--- src/rtl/pipe_seg_elastic.sv ---
// Elastic pipeline segment: valid/ready payload register with optional skid entry,
// flush with optional payload clearing, and a saturating back-pressure counter.
module pipe_seg_elastic #(
  parameter int unsigned WIDTH      = 32,
  parameter int unsigned DEPTH      = 2,
  parameter int unsigned CLEAR_DATA = 1,
  parameter int unsigned CNT_W      = 16
) (
  input  logic             clk,
  input  logic             resetn,
  input  logic             flush,
  input  logic             in_valid,
  output logic             in_ready,
  input  logic [WIDTH-1:0] in_data,
  output logic             out_valid,
  input  logic             out_ready,
  output logic [WIDTH-1:0] out_data,
  output logic [1:0]       occ,
  output logic [CNT_W-1:0] bp_cnt,
  input  logic             bp_cnt_clr
);

  typedef enum logic [1:0] {
    S_EMPTY = 2'd0,
    S_ONE   = 2'd1,
    S_TWO   = 2'd2
  } occ_e;

  occ_e             occ_q, occ_d;
  logic [WIDTH-1:0] main_q, main_d;
  logic [WIDTH-1:0] skid_q, skid_d;
  logic             rdy_q, rdy_d;
  logic [CNT_W-1:0] bp_q, bp_d;
  logic             push, pop;

  assign out_valid = (occ_q != S_EMPTY);
  // Single-entry mode forwards downstream ready; skid mode uses the registered copy.
  assign in_ready  = (DEPTH == 1) ? (!out_valid || out_ready) : rdy_q;
  assign push      = in_valid && in_ready;
  assign pop       = out_valid && out_ready;
  assign out_data  = main_q;
  assign occ       = occ_q;
  assign bp_cnt    = bp_q;

  always_comb begin
    occ_d  = occ_q;
    main_d = main_q;
    skid_d = skid_q;
    if (flush) begin
      occ_d = S_EMPTY;
      if (CLEAR_DATA != 0) begin
        main_d = '0;
        skid_d = '0;
      end
    end else begin
      case (occ_q)
        S_EMPTY: begin
          if (push) begin
            occ_d  = S_ONE;
            main_d = in_data;
          end
        end
        S_ONE: begin
          if (push && pop) begin
            main_d = in_data;
          end else if (push) begin
            // Only reachable in skid mode: single mode cannot accept while stalled.
            occ_d  = S_TWO;
            skid_d = in_data;
          end else if (pop) begin
            occ_d = S_EMPTY;
          end
        end
        S_TWO: begin
          if (pop) begin
            occ_d  = S_ONE;
            main_d = skid_q;
          end
        end
        default: occ_d = S_EMPTY;
      endcase
    end
    rdy_d = (occ_d != S_TWO);
  end

  always_comb begin
    bp_d = bp_q;
    if (bp_cnt_clr) begin
      bp_d = '0;
    end else if (out_valid && !out_ready && (bp_q != '1)) begin
      bp_d = bp_q + CNT_W'(1);
    end
  end

  always_ff @(posedge clk or negedge resetn) begin
    if (!resetn) begin
      occ_q  <= S_EMPTY;
      main_q <= '0;
      skid_q <= '0;
      rdy_q  <= 1'b1;
      bp_q   <= '0;
    end else begin
      occ_q  <= occ_d;
      main_q <= main_d;
      skid_q <= skid_d;
      rdy_q  <= rdy_d;
      bp_q   <= bp_d;
    end
  end

endmodule
--- config.mk ---
export PLATFORM = sky130hd
export DESIGN_NAME = pipe_seg_elastic
export DESIGN_NICKNAME = d
export VERILOG_FILES = /design/src/rtl/pipe_seg_elastic.sv
export SDC_FILE = /design/constraint.sdc
export NUM_CORES = 1
export LEC_CHECK = 0
export CAP_MARGIN = 15
export CORE_AREA = 3 3 103 105
export CTS_CLUSTER_SIZE = 24
export DETAILED_ROUTE_END_ITERATION = 8
export DIE_AREA = 0 0 106 108
export PLACE_DENSITY = 0.65
export RECOVER_POWER = 50
export REMOVE_ABC_BUFFERS = 1
export SKIP_CTS_REPAIR_TIMING = 1
export SYNTH_ARGS = -nofsm -noshare
export SYNTH_HDL_FRONTEND = slang
export SYNTH_SLANG_ARGS = --single-unit
--- constraint.sdc ---
create_clock -name clk -period 3.4 [get_ports clk]
set_input_delay 0.68 -clock clk [delete_from_list [all_inputs] [get_ports clk]]
set_output_delay 0.68 -clock clk [all_outputs]
set_load 0.01 [all_outputs]
==> impl_metrics.csv, run 1 <==
group,metric,value,unit
sta,rsz0062_at_grt,"no",
cts,htree_levels,3,
logic_synthesis,ys_async_sr_fraction,100,%
worst_setup_path,worstPathCellList,"dlygate4sd3_1 -> o21ba_1 -> nand2_4 -> nor4_1 -> mux2_2",
logic_synthesis,ys_sh_xor,0.225,%
logic_synthesis,syn_area_per_cell,9.05,um^2
detailed_routing,highest_layer,"met4",
placement,dp_hpwl,5.90,mm
sta,slew_violations,84,
outcome,outcome,"finished, violations left",
detailed_routing,drt-initial-drc-count,217,
pwr,irDropWorstVdd,0.000198,V
logic_synthesis,yosysSeqAreaShare,53.3,%
sta,slew-limit-headroom,-36.9,%
worst_setup_path,startpoint,"out_ready",
cts,clockBufferDepth,2,
cts,cts_buffers,9,
job,max_cap_violations,1,
pwr,powerClk,0.667,mW
grt,overflow,0,
cts,cts_tree,"done",
cells_and_area,n_all_buffers,95,
outcome,violations,"max-capacitance violations, max-slew violations",
die,rows,36,
worst_setup_path,reg2regPathDepth,5,
die,die_w,106,um
Figure 1. Sequential cells grouped by signal name (run 1).
Other sequential cells in the stronger grey, the rest of the logic in the fainter grey.
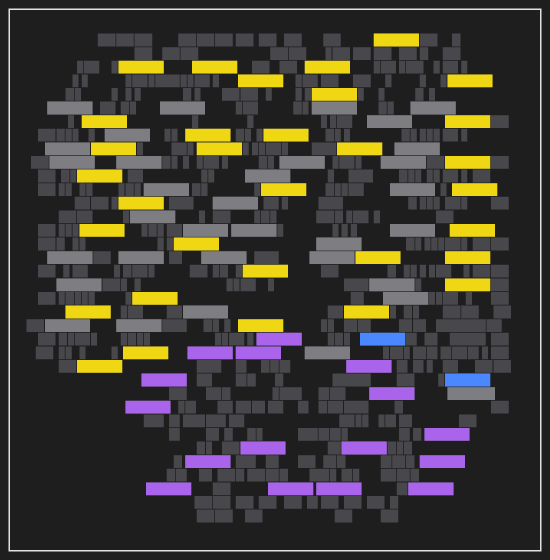
[blue] `occ` | flops: 2
[purple] `bp_cnt` | flops: 16
[yellow] `out_data` | flops: 32
Final Util: 52.0%
Flop area: 0.00208 mm^2
Power Sequential: 1.06 mW
Seq area share: 41.1%

Figure 2. Routing congestion map (run 1).
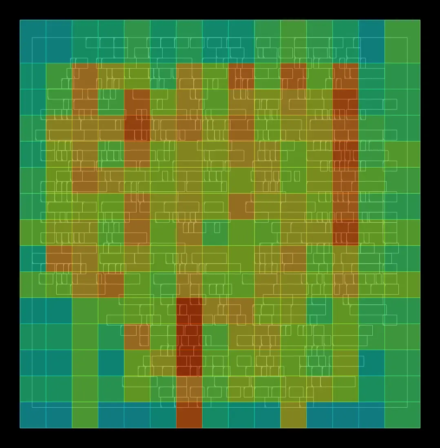
M3 GR Usage: 3.04%
met2 usage: 28.6%
busiest grt layer: met2
routed length per instance: 14.9 um

Figure 3. Clock distribution (run 1).
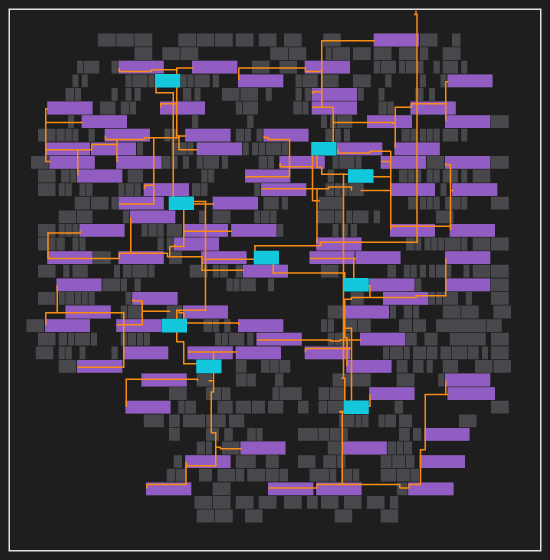
[purple] flip-flops | count: 83
[orange] clock wires | length: 1060 um
[cyan] clock-net drivers | count: 9
routed clock nets: 10
clock power share: 32.6%
Layout Skew: 0.0128 ns
Clock Latency Late Sink: 0.36 ns

Figure 4. Nets reached from selected ports (run 1).
Scale bar: 20 um.
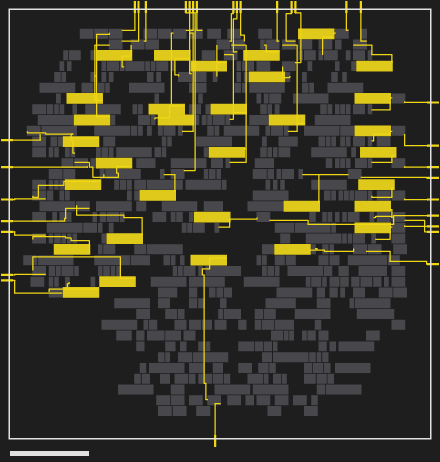
[yellow] `out_data` | direction: output | edge: 15 top, 9 right, 7 left, 1 bottom | end cells: 32 | buffers: 32 | wire: 961 um
# IOs: 90
Port-buffer cells: 89

Figure 5. The metal 1 layer (run 1).
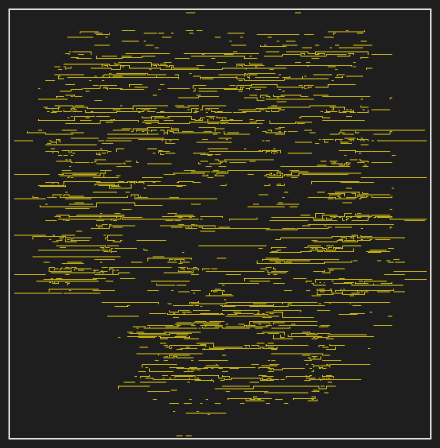

==> inputs of run 2 (changes only) <==
==> constraint.sdc (replaced) <==
create_clock -name clk -period 2.3 [get_ports clk]
set_input_delay 0.46 -clock clk [delete_from_list [all_inputs] [get_ports clk]]
set_output_delay 0.46 -clock clk [all_outputs]
set_load 0.01 [all_outputs]
Figure 6. The metal 1 layer (run 2).
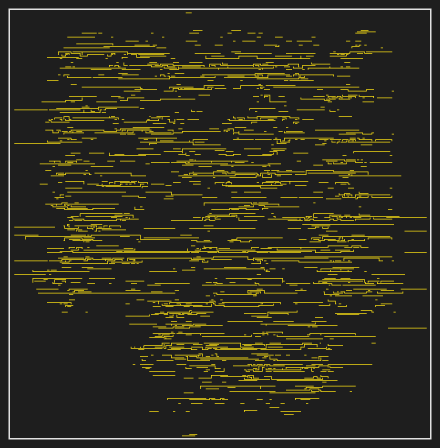
wire length on this layer: 4470 um
share of all routed wire: 47%
longest straight run: 34.5 um
final WL: 9.61 mm
total number of vias: 3378
met1 Use GR: 24.2%

==> run 2 against run 1 <==
  * Area after synthesis unchanged
  * Critical path depth down 3
  * Via count up 0.57%
  * The flow still finishes with violations (max-capacitance violations, max-slew violations)
  * Critical endpoint is now out_valid
  * First-iteration DRC count down 2.3%
  * Highest routed layer unchanged
  * Clock skew down 0.0027 ns
==> impl_metrics.csv, run 2 <==
group,metric,value,unit
hold_path,hp-class,"flip-flop to flip-flop",
logic_synthesis,yosysSeqAreaShare,53.3,%
logic_synthesis,ys_types,45,
worst_setup_path,max_stage_delay,0.48,ns
grt,use_met3,3.04,%
sta,setup_tns,0,ns
pwr,static-leakage-power,2.11,nW
placement,pre_cts_slack,0.107,ns
logic_synthesis,ys_cells,431,
sta,rsz0062_at_grt,"no",
cells_and_area,comb_area_share,32.8,%
worst_setup_path,worstPathCellList,"or2_2 -> clkdlybuf4s50_1",
logic_synthesis,ys_async_sr_fraction,100,%
pwr,irDropWorstVdd,0.000276,V
cells_and_area,n_all_buffers,100,
grt,grt_pass1_vias,3240,
cells_and_area,area.sequential,0.00208,mm^2
placement,portBuffers,89,
cells_and_area,n_fill_cell,957,
grt,busiest_layer,"met2",
pwr,power_frac_clock,31.9,%
sta,slew_violations,84,
grt,grt_use_met2,27.7,%
cts,clockBufferDepth,2,
die,die_w,106,um
outcome,violations,"max-capacitance violations, max-slew violations",
detailed_routing,highest_layer,"met4",
grt,grt_max_degree,84,
worst_setup_path,r2r_end,"bp_cnt[4]",
pwr,powerClk,0.964,mW
grt,overflow,0,
cts,htree_levels,3,
logic_synthesis,top_cells_by_area,"dfrtp_1 53%, nand2_1 13%, a311oi_1 7.6%, a21oi_1 5.4%, nor2_1 3.9%",
logic_synthesis,ys_sh_xor,0.225,%
die,ioPinCount,90,
worst_setup_path,startpoint,"occ[1]",
cts,cts_buffers,9,
detailed_routing,wl_per_cell,14.8,um
die,core-area,0.00973,mm^2
cts,cts_tree,"done",
cells_and_area,drive_gt1_share,8.32,%
outcome,outcome,"finished, violations left",
placement,dp_hpwl,6.00,mm
detailed_routing,drt-initial-drc-count,212,
logic_synthesis,syn_area_per_cell,9.05,um^2
sta,slew-limit-headroom,-20.9,%
job,max_cap_violations,1,
worst_setup_path,reg2regPathDepth,6,
Figure 7. Sequential cells grouped by signal name (run 2).
Other sequential cells in the stronger grey, the rest of the logic in the fainter grey.
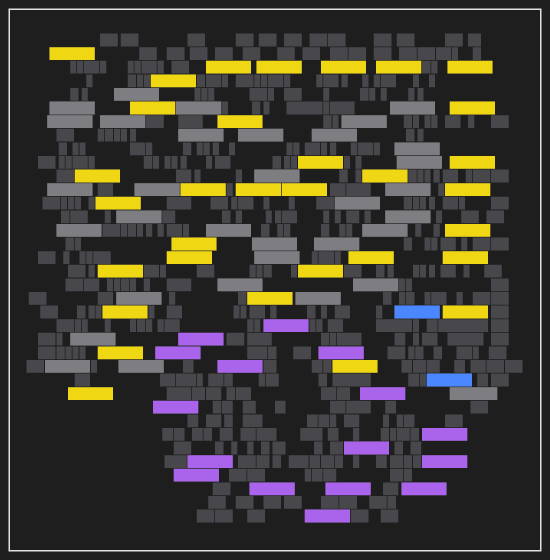
[blue] `occ` | flops: 2
[yellow] `out_data` | flops: 32
[purple] `bp_cnt` | flops: 16
not coloured: 33
Power Sequential: 1.57 mW
Final Util: 52.4%
Seq area share: 40.7%

Power and IR drop assume default switching activity.
